==> config.mk <==
export PLATFORM = sky130hd
export DESIGN_NAME = pipe_adder
export DESIGN_NICKNAME = d
export VERILOG_FILES = /design/src/rtl/pipe_adder_pkg.sv /design/src/rtl/pipe_adder_seg.sv /design/src/rtl/pipe_adder.sv
export SDC_FILE = /design/constraint.sdc
export NUM_CORES = 1
export LEC_CHECK = 0
export ABC_AREA = 1
export CAP_MARGIN = 10
export CORE_MARGIN = 2
export CORE_UTILIZATION = 42
export CTS_CLUSTER_DIAMETER = 80
export DETAILED_ROUTE_END_ITERATION = 12
export GPL_TIMING_DRIVEN = 0
export PLACE_DENSITY = 0.69
export SYNTH_ARGS = -nofsm -noshare
export SYNTH_HDL_FRONTEND = slang
export SYNTH_HIERARCHICAL = 1
export SYNTH_SLANG_ARGS = --single-unit
==> constraint.sdc <==
create_clock -name clk -period 4.5 [get_ports clk]
set_input_delay 0.675 -clock clk [delete_from_list [all_inputs] [get_ports clk]]
set_output_delay 0.675 -clock clk [all_outputs]
set_load 0.03 [all_outputs]
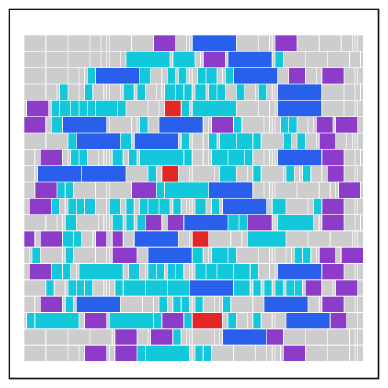
(images/cell_classes.png)
Scale: 6 px per µm. Fill, decap, tap and diode cells in grey.
- flip-flops: blue (cells 24; share of their area 28%)
- other buffers and delay cells: purple (cells 45; share of their area 24%)
- clock drivers and dummy loads: red (cells 4; share of their area 2.1%)
- all other logic: cyan (cells 139; share of their area 45%)
Final Cell Area: 1760 µm²
sequential share of cell area: 0.273

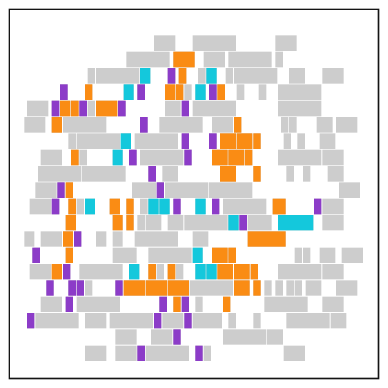
(images/gate_families.png)
Scale: 6 px per µm.
- inverters: purple (cells 37; most used inv_1)
- NAND gates: orange (cells 46; most used nand2_1)
- inverting AOI/OAI gates: cyan (cells 16; most used a21oi_1)
Comb/total area: 0.361
most frequent logic cell in the layout: inv_1

==> run_results.csv <==
group,metric,value,unit
die,num_rows,20,
die,coreArea,3080,µm²
logic_synthesis,async_flop_share,0,
pwr,p_sw_frac,0.282,
drt,routed_via_density,4.28,
final_timing,finalClockPeriodUsage,0.645,
logic_synthesis,ys_sh_simple,0.276,
setup_path,r2r_slack,2310,ps
drt,drc,0,
logic_synthesis,top_cell,"inv_1",
cells_and_area,num-multi-input-gates,102,
setup_path,timing.critical_path.slowest_stage_cell,"clkdlybuf4s50_1",
clock_network,cts-root-buf,"clkbuf_4",
die,io_pins,31,
drt,antenna_left,0,
logic_synthesis,edf_count,0,
pwr,seqPwrFrac,0.500,
clock_network,cts_tree,"done",
setup_path,critPathMaxFanout,10,
cells_and_area,area_growth,27.7,%
placement,dpl.cell_count,252,
cells_and_area,final_nets,241,
grt,antenna_found_initial,0,
cells_and_area,antennaDiodeCount,0,
run_status,status,"finished, final reports clean",
logic_synthesis,yosys.area_share.aoi,0.0662,
clock_network,postCtsHoldBufs,0,
final_timing,skew,6.39,ps
cells_and_area,logic_area,636,µm²
logic_synthesis,yosysTopAreaCellShare,0.348,
drt,first_pass_iters,4,
pwr,netSwitchingPower,135,µW
clock_network,post_cts_buffers,0,
cells_and_area,clk_share,0.0206,
setup_path,path_delay_family,"buffers and inverters",
drt,met1_length,1070,µm
cells_and_area,n_clock_buffer,4,
setup_path,crit_top_cell,"clkdlybuf4s50_1",
clock_network,clkTransAtPathRegs,120,ps
drt,routed_wl,2450,µm
logic_synthesis,synthFlopType,"dfxtp_1",
logic_synthesis,topCellsByArea,"dfxtp_1 (35%), fa_1 (12%), inv_1 (10%)",
min_path,min_path_cells,2,
final_timing,setup_tns,0,ps
final_timing,fin_crit,2900,ps
logic_synthesis,fp_nets,207,
clock_network,cts-buffers-inserted,3,
grt,met1_usage,0.176,
placement,port_buffers,29,
logic_synthesis,avgSynthCellArea,7.70,µm²
drt,wire_per_inst,9.57,µm
grt,busiest_layer,"met2",
logic_synthesis,synth_flops,24,
setup_path,critPathLaunchType,"input pin",
logic_synthesis,synth-area-yosys,1380,µm²
pwr,powerClk,111,µW
final_timing,maxSlewViolCount,0,
final_timing,hold_ws,490,ps
Power is estimated from default activity; no workload was simulated.
